==> config.mk <==
export PLATFORM = sky130hd
export DESIGN_NAME = ram_port_arbiter
export DESIGN_NICKNAME = d
export VERILOG_FILES = /design/src/rtl/ram_port_arbiter.sv
export SDC_FILE = /design/constraint.sdc
export NUM_CORES = 1
export LEC_CHECK = 0
export CORE_MARGIN = 3
export CORE_UTILIZATION = 41
export DETAILED_ROUTE_END_ITERATION = 10
export HOLD_SLACK_MARGIN = 0.06
export PLACE_DENSITY = 0.94
export SETUP_SLACK_MARGIN = 0.2
export SLEW_MARGIN = 20
export SYNTH_ARGS = -nofsm -noshare
export SYNTH_HDL_FRONTEND = slang
export SYNTH_SLANG_ARGS = --single-unit
==> constraint.sdc <==
create_clock -name clk -period 5.25 [get_ports clk]
set_clock_uncertainty 0.1 [all_clocks]
set_input_delay 1.05 -clock clk [delete_from_list [all_inputs] [get_ports clk]]
set_output_delay 1.05 -clock clk [all_outputs]
set_load 0.02 [all_outputs]
Routed clock nets over the placement:
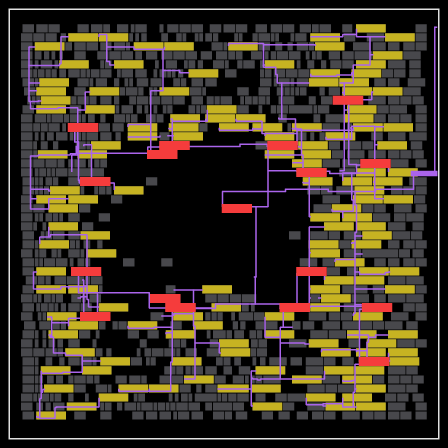
[purple] clock wires | length: 1760 um
[yellow] flip-flops | count: 140
[red] clock-net drivers | count: 17
routed clock nets	18
flops lie	spread over the die
Insertion Delay late pin: 0.41 ns
clock power share: 0.183
Clk power: 1.21 mW

Metal layers overlaid:
Bar = 50 um.
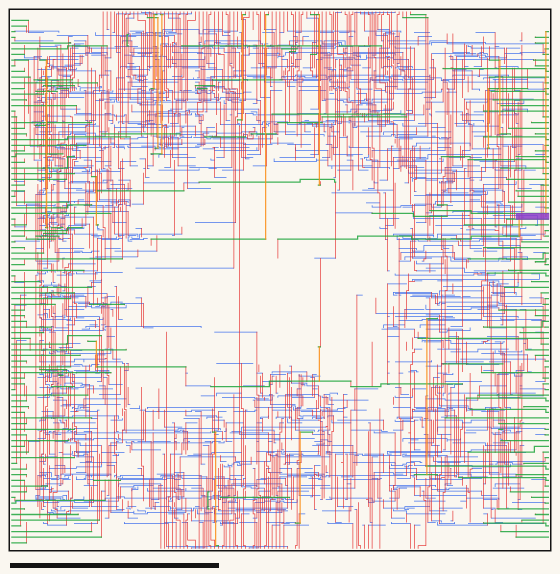
colour	layer	wire length
purple	M5	6.40 um
blue	M1	7540 um
orange	M4	435 um
green	M3	2190 um
red	M2	10000 um
average wire per standard cell: 19.3 um
total via count after detailed routing: 5515
GRT Resource Usage Total: 0.238
wire length reported by the detailed router: 20.2 mm

Selected gate families:
Bar = 50 um.
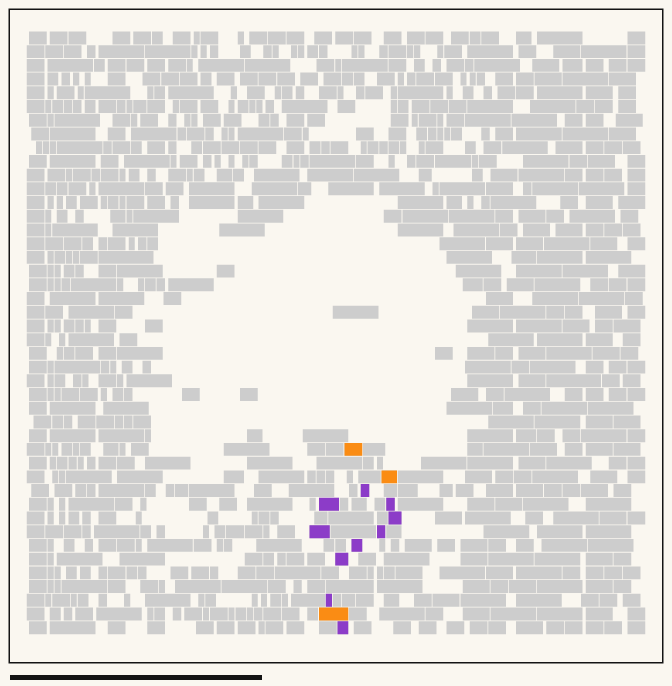
colour	family	cells
purple	nor cells	10
orange	non-inverting ao/oa cells	3
final cell count without fillers: 1048
combinational share of cell area: 0.251

Cell area per tile:
The die is cut into 13 by 13 equal tiles; dark blue is low, red is high, 0 to 100% covered.
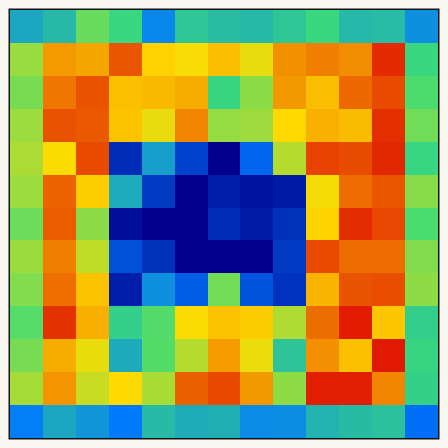
densest ninth of the die	middle right
mean over tiles	59%
fullest tile	97%
nearly empty tiles	4.1%
initial cell density of the core: 0.424
core region area: 14700 sq um
utilization of the core after routing: 0.681

Routing congestion map:
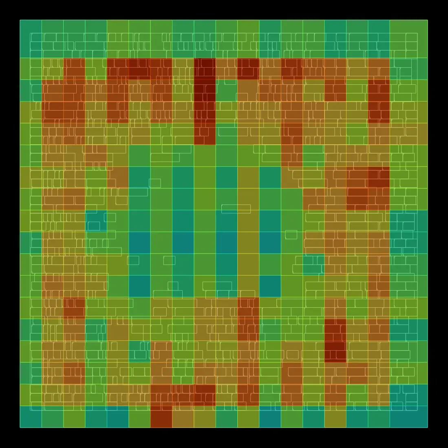
met2 Resource Use GR: 0.400
met1 layer usage reported by global route: 0.274
grt met3 use: 0.102
Most Used Layer, Global Route: met2

==> summary.txt <==
Results of an implementation run.

The flow ran to the end, and the final reports show no timing, DRC or antenna violations. During I/O placement, the number of pins put on the boundary was 310. The hold violation count in the final report is 0.

The power report puts the leakage power at 4.34 nW. The H-tree was split into 4 levels. The last timing report of the flow puts the setup violation total at 0. Gates resized during post-CTS repair numbered 0.

Counting distinct cell types in the post-synthesis netlist gives 29. The type of the worst setup path is in -> out. The number of setup buffers added after CTS is 0. Summed over all nets, the half-perimeter wirelength after detailed placement is 14.5 mm. The root buffer selected by CTS is clkbuf_16. The arrival time of the worst setup path is 2.46 ns.

The synthesis-stage register bit count is 140. Logic depth along the worst register-to-register path is recorded as 5. The number of antenna violations at the first check in global routing is 0. For this run, the detailed router's first-pass iteration total came to 5. The first-iteration detailed-routing DRC count is 290.

Sorting the Yosys area breakdown by cell type puts at the top dfrtp_1. The report puts the hold buffer count at CTS at 0. The post-synth count of flops with an enable pin is 0. CTS saw 140 sinks. After routing, the total negative slack on setup checks comes to 0 ns.

In the final layout, the share of cells above drive strength 1 is 0.131. The minimum clock period after layout is 3.61 ns. In this run the full chip footprint comes out at 16700 sq um. The transition time recorded at the tightest slew-check pin is 1.08 ns. Of the total power, the share spent switching nets is 0.383.

Setup repair after global routing left no endpoint under its margin. The tightest hold path in the finished design has a slack of 0.404 ns. The summed standard-cell area reported by yosys is 6230 sq um.

The tightest slew margin relative to the limit is 0.280. The gate count after technology mapping is 563. The post-synthesis net count is 737. The largest buffer count on any clock path is 2.

The DRC violations left is 0. The worst min-delay path class is reg -> reg. Per the final report, max-transition violations number 0. Hold analysis shows the worst path with a depth of 1. The tally of OpenROAD warnings is 27.

The period utilization is 0.687. The most instantiated library cell after synthesis is dfrtp_1. The count of nets left with antenna violations after detail routing is 0. In this run the register-to-register setup slack is 2.64 ns.

The peak supply drop is 0.000295 V. Between the synthesized netlist and the finished layout, the area growth was recorded as 60.7%. The Yosys step of the flow raised 0 warnings. The area share of the largest cell type after synthesis is 0.558. The worst setup timing slack at the placement stage is 1.68 ns. The number of maximum-capacitance constraint violations is 0. The synthesized netlist occupies a cell area of 6230 sq um.

The largest fanout of any net on the critical path is 6. The number of clock buffers added by TritonCTS is 17. The flow reported a cell area power density of 661 nW/um^2. Cell internal power was estimated by the tool at 4.09 mW. Entering global routing, the biggest net connects 75 pins. The net switching power in the latest report is 2.54 mW. The number of antenna diodes in the final layout is 0. STA classifies the critical path endpoint as a primary output. The average cell area after synthesis is 11.1 sq um. The worst path required time is 4.10 ns. For this run, the register share of the synthesized area comes to 0.562. The vertical die dimension is 129 um. The first global-routing pass estimated 30.8 mm of wire. The clock transition at the registers of the reported paths is 0.05 ns. The width of the die is 129 um.

Per the placement report, the placed cell count is 1016. The fmax is 0.277 GHz. Ranked by total cell area, the synthesized netlist is headed by dfrtp_1 (56%), mux2_4 (14%), nand2_1 (8.2%). For this design, Yosys synthesis ends with a cell count of 563. The layout has 1007 filler cells. The via count of the first global-routing pass is 5681. The worst setup path is launched from an input pin. The count of input and output buffers is 309. The overall power after layout is 6.62 mW. Dividing the detail-routed via count by the number of cells gives 5.26. The floorplan has 44 rows. The final layout net count is 1025. The congestion estimate from routability-driven global placement came to 0.830. The synthesis report names the predominant flop master as dfrtp_1. For this run, asynchronously set or reset flops after synthesis account for 1.00.

For this run the aggregate overflow at the end of global routing stands at 0. The sequential fraction of design power is 0.301. The combinational group share of total power is 0.516.

TritonCTS built the clock tree. The commonest cells after synthesis are dfrtp_1 (139), nand2_1 (136), a21oi_1 (70). Across all setup checks in the final design, the least slack found is 1.64 ns.
[area by class of cell]
cell class	count	area (sq um)	share of cell area
clock buffer	18	439	0.0439
clock inverter	14	158	0.0157
inverter	5	23.8	0.00237
multi-input combinational	372	2510	0.251
sequential	140	3500	0.350
tap	184	230	0.0230
timing repair buffer	315	3150	0.315
[cell families after synthesis]
family / synth area share
AND-OR/OR-AND: 0.137
adder cells (fa/ha/maj): 0.00401
buffers and inverters: 0.0409
flip-flops: 0.562
multiplexers: 0.157
AND/OR/NAND/NOR: 0.0994
[cells in the final DEF, fill, tap and decap left out, drive strengths merged, types with 3 or more instances in the layout]
| cell | instances |
|---|---|
| clkdlybuf4s50 | 309 |
| dfrtp | 139 |
| nand2 | 136 |
| a21oi | 70 |
| a31oi | 69 |
| mux2 | 65 |
| clkbuf | 18 |
| inv | 12 |
| buf | 6 |
| o21ai | 4 |
| nand2b | 3 |
| nor3 | 3 |
| nor2 | 3 |
| clkinv | 3 |
[critical path, stage by stage]
cell	delay, ns
clkdlybuf4s50_1	0.62
nor2b_1	0.17
clkdlybuf4s50_1	0.61
[stage by stage]
step	cell area, sq um	utilization
3_5_place_dp	9410	0.640
6_report	10000	0.681
2_1_floorplan	6230	-
4_1_cts	10000	0.681
3_3_place_gp	9410	0.640
5_1_grt	10000	0.681
[metal layers]
layer / up-vias / wire, um / global-route usage
met2: 309 / 10000 / 0.400
li1: 2546 / - / -
met5: - / 6 / 0
met4: 2 / 435 / 0.0766
met3: 33 / 2190 / 0.102
met1: 2625 / 7540 / 0.274
[power by group through the flow]
stage / clock network (mW) / logic [mW] / registers, mW
CTS: 1.23 / 3.44 / 1.99
detailed placement: 0 / 3.41 / 1.99
floorplan: 0 / 1.27 / 2.57
global placement: 0 / 3.35 / 1.94
finish: 1.21 / 3.42 / 1.99
global route: 1.28 / 3.62 / 2.05
No activity file was given, so power comes from the tool's default toggle rates.
